Cell outlines without signal wires:
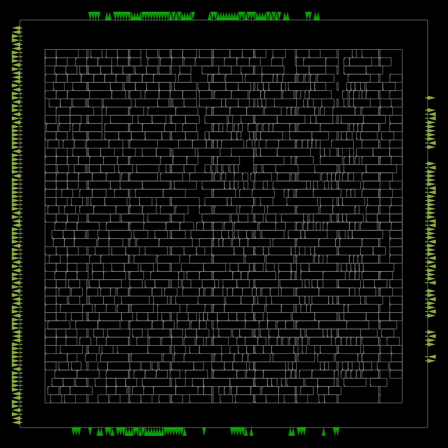
Cell classes on the final placement:
Fill, decap, tap and diode cells in gray.
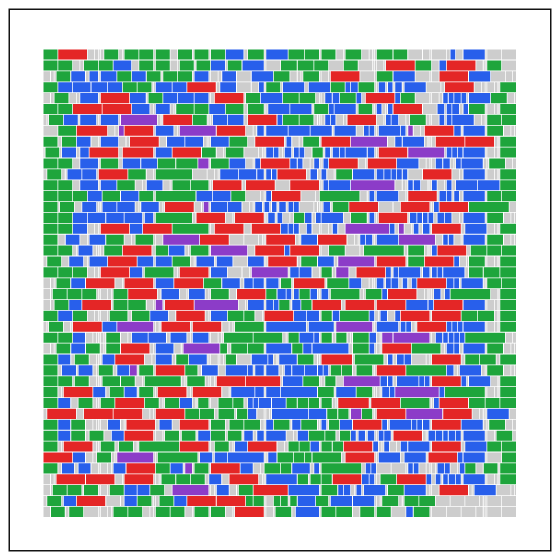
File: config.mk
export PLATFORM = sky130hd
export DESIGN_NAME = memory_port_arbiter
export DESIGN_NICKNAME = d
export VERILOG_FILES = /design/src/rtl/memory_port_arbiter.sv
export SDC_FILE = /design/constraint.sdc
export NUM_CORES = 1
export LEC_CHECK = 0
export CORE_MARGIN = 8
export CORE_UTILIZATION = 42
export CTS_BUF_LIST = sky130_fd_sc_hd__clkbuf_16
export DETAILED_ROUTE_END_ITERATION = 16
export PLACE_DENSITY_LB_ADDON = 0.12
export SETUP_SLACK_MARGIN = 0.4
export SYNTH_ARGS = -nofsm -noshare
export SYNTH_HDL_FRONTEND = slang
export SYNTH_SLANG_ARGS = --single-unit
File: constraint.sdc
create_clock -name clk -period 2.2 [get_ports clk]
set_input_delay 0.44 -clock clk [delete_from_list [all_inputs] [get_ports clk]]
set_output_delay 0.44 -clock clk [all_outputs]
set_load 0.005 [all_outputs]
File: src/rtl/memory_port_arbiter.sv
// Two-master arbiter (instruction fetch, data load/store) onto one backing-memory port
// with a wait-cycle timeout. Define ARB_INSTR_FAIRNESS_EN to alternate grants under contention.
module memory_port_arbiter #(
  parameter int DATA_WIDTH     = 32,
  parameter int TIMEOUT_CYCLES = 255
) (
  input  logic                  clk,
  input  logic                  reset,
  input  logic                  instrReq,
  input  logic [DATA_WIDTH-1:0] instrAddr,
  output logic [DATA_WIDTH-1:0] instrRdata,
  output logic                  instrDone,
  output logic                  instrErr,
  input  logic                  dataReq,
  input  logic                  dataWrite,
  input  logic [DATA_WIDTH-1:0] dataAddr,
  input  logic [DATA_WIDTH-1:0] dataWdata,
  output logic [DATA_WIDTH-1:0] dataRdata,
  output logic                  dataDone,
  output logic                  dataErr,
  output logic                  memReq,
  output logic                  memWe,
  output logic [DATA_WIDTH-1:0] memAddr,
  output logic [DATA_WIDTH-1:0] memWdata,
  input  logic [DATA_WIDTH-1:0] memRdata,
  input  logic                  memAck
);

  typedef enum logic [1:0] {IDLE, INSTR_BUSY, DATA_BUSY} state_t;

  // Timeout fires in the cycle the counter would reach TIMEOUT_CYCLES.
  localparam logic [7:0] TO_LAST = (TIMEOUT_CYCLES == 0) ? 8'd0 : 8'(TIMEOUT_CYCLES - 1);

  state_t                r_state, w_next;
  logic [DATA_WIDTH-1:0] r_addr, r_wdata, r_instrRdata, r_dataRdata;
  logic                  r_we;
  logic [7:0]            r_wait;
  logic                  w_busy, w_timeout, w_finish, w_grant_data, w_grant_instr;

`ifdef ARB_INSTR_FAIRNESS_EN
  logic r_fair;
  assign w_grant_data = dataReq && !(instrReq && r_fair);
`else
  assign w_grant_data = dataReq;
`endif
  assign w_grant_instr = instrReq && !w_grant_data;

  assign w_busy    = (r_state != IDLE);
  assign w_timeout = w_busy && !memAck && (TIMEOUT_CYCLES != 0) && (r_wait == TO_LAST);
  assign w_finish  = w_busy && (memAck || w_timeout);

  always_comb begin
    w_next = r_state;
    case (r_state)
      IDLE: begin
        if (w_grant_data)       w_next = DATA_BUSY;
        else if (w_grant_instr) w_next = INSTR_BUSY;
      end
      INSTR_BUSY, DATA_BUSY: if (w_finish) w_next = IDLE;
      default: w_next = IDLE;
    endcase
  end

  // Completion is combinational with memAck; reset suppresses any pulse in its own cycle.
  always_comb begin
    instrDone  = 1'b0;
    instrErr   = 1'b0;
    dataDone   = 1'b0;
    dataErr    = 1'b0;
    instrRdata = r_instrRdata;
    dataRdata  = r_dataRdata;
    if (!reset) begin
      if (r_state == INSTR_BUSY) begin
        instrDone = w_finish;
        instrErr  = w_timeout;
        if (memAck) instrRdata = memRdata;
      end
      if (r_state == DATA_BUSY) begin
        dataDone = w_finish;
        dataErr  = w_timeout;
        if (memAck && !r_we) dataRdata = memRdata;
      end
    end
  end

  assign memReq   = w_busy;
  assign memWe    = w_busy && r_we;
  assign memAddr  = r_addr;
  assign memWdata = r_wdata;

  always_ff @(posedge clk) begin
    if (reset) begin
      r_state      <= IDLE;
      r_addr       <= '0;
      r_wdata      <= '0;
      r_we         <= 1'b0;
      r_wait       <= 8'd0;
      r_instrRdata <= '0;
      r_dataRdata  <= '0;
`ifdef ARB_INSTR_FAIRNESS_EN
      r_fair       <= 1'b0;
`endif
    end else begin
      r_state <= w_next;
      if (r_state == IDLE) begin
        if (w_grant_data) begin
          r_addr  <= dataAddr;
          r_wdata <= dataWdata;
          r_we    <= dataWrite;
          r_wait  <= 8'd0;
`ifdef ARB_INSTR_FAIRNESS_EN
          r_fair  <= 1'b1;
`endif
        end else if (w_grant_instr) begin
          r_addr  <= instrAddr;
          r_wdata <= '0;
          r_we    <= 1'b0;
          r_wait  <= 8'd0;
`ifdef ARB_INSTR_FAIRNESS_EN
          r_fair  <= 1'b0;
`endif
        end
      end else if (!memAck) begin
        r_wait <= r_wait + 8'd1;
      end
      if (r_state == INSTR_BUSY && memAck)         r_instrRdata <= memRdata;
      if (r_state == DATA_BUSY && memAck && !r_we) r_dataRdata  <= memRdata;
    end
  end

endmodule

==> results.yml <==
# yosys + openroad results
clock_network:
  cts-root-buf: "clkbuf_16"
  clockBufferDepth: 2
  clkTransAtPathRegs_ns: 0.06
  holdBufCountCts: 0
  post_cts.repair.setup_buffers: 25
  cts_made_buffers: 17
  cts_sinks: 139
  cts_tree: "done"
run_status:
  violations: "negative setup slack"
  status: "finished with violations"
timing:
  worstMarginPinSlew_ns: 0.604
  finalWorstSetupSlack_ns: -0.290
  final_hold_viol_count: 0
  setup_viol: 67
  finalSetupTns_ns: -15.93
  period_needed_ns: 2.49
  slew_headroom_pct: 59.7
  min_period_over_period_pct: 113
grt:
  grt_max_degree: 59
  grt_usage_pct: 23.9
  grt_first_pass_wirelength_um: 34100
  globalRouteMet1Util_pct: 24.0
floorplan:
  die_y_um: 135
  dieArea_sq_mm: 0.0182
  fp.coreArea_sq_mm: 0.0138
finish:
  lay_top_cells: "clkdlybuf4s50_1, dfxtp_1, nand2_1, buf_6, a21oi_1"
  area_growth_pct: 92.1
  layout_top_cell: "clkdlybuf4s50_1"
  layout.nets: 1110
power:
  clkPwrFrac_pct: 35.9
  powerClk_mw: 2.94
  internal_power_mw: 5.93
  peakVddDrop_mv: 0.474
setup_path:
  cp_cell_sequence: "inv_4, ha_4, and2_4, nand2b_4, buf_6, buf_12, buf_16, mux2_4, buf_6"
  worstSetupPathType: "register to primary output"
  r2r-start: "r_state[1]"
  required_ns: 1.76
  end_kind: "primary output"
run:
  maxCapViolCount: 0
route:
  via_per_inst: 5.37
  routed.top_layer: "met4"
  firstDrtPassIters: 4
  routedWlPerCell_um: 21.3
  vias: 6251
yosys:
  simple_gate_share_pct: 14.1
  synth_area_per_cell_sq_um: 9.18
  yosys-stat-area_sq_mm: 0.00594
  common_cells: "dfxtp_1, nand2_1, a21oi_1"
  fp_nets: 786
hold_path:
  holdCritPathClass: "primary input to register"
About 'cell outlines without signal wires':
num tapcells: 180
flop share of the area: 24.5%
non-filler cells, final: 1165
# fillers: 792

About 'cell classes on the final placement':
- purple: clock drivers and dummy loads (cells 32)
- red: registers (cells 139)
- blue: remaining logic cells (cells 456)
- green: remaining buffers and delay cells (cells 357)

==> final cells by class <==
cell class / count / area [sq um]
clock inverters: 15 / 181
multi-input cells: 450 / 3780
clock buffers: 17 / 425
flip-flops and latches: 139 / 2800
repair buffers: 357 / 3970
inverters: 6 / 30.0
well taps: 180 / 225
diodes: 1 / 2.50
fillers: 792 / 2420
==> state kept, by name, indices dropped and copies added (netlist names) <==
name	count
r_instrRdata	32
r_state	2
r_dataRdata	32
memWdata	32
r_we	1
memAddr	32
r_wait	8
==> path summary, 6_finish.rpt <==
kind              depth (start not counted)          endpoint  slack (ns)
setup / recovery                          9    instrRdata[22]       -0.29
hold / removal                            2        r_state[1]        0.36
setup reg to reg                         11         r_wait[4]        0.02
hold reg to reg                           2  r_instrRdata[26]        0.46
Power is estimated from default activity; no workload was simulated.
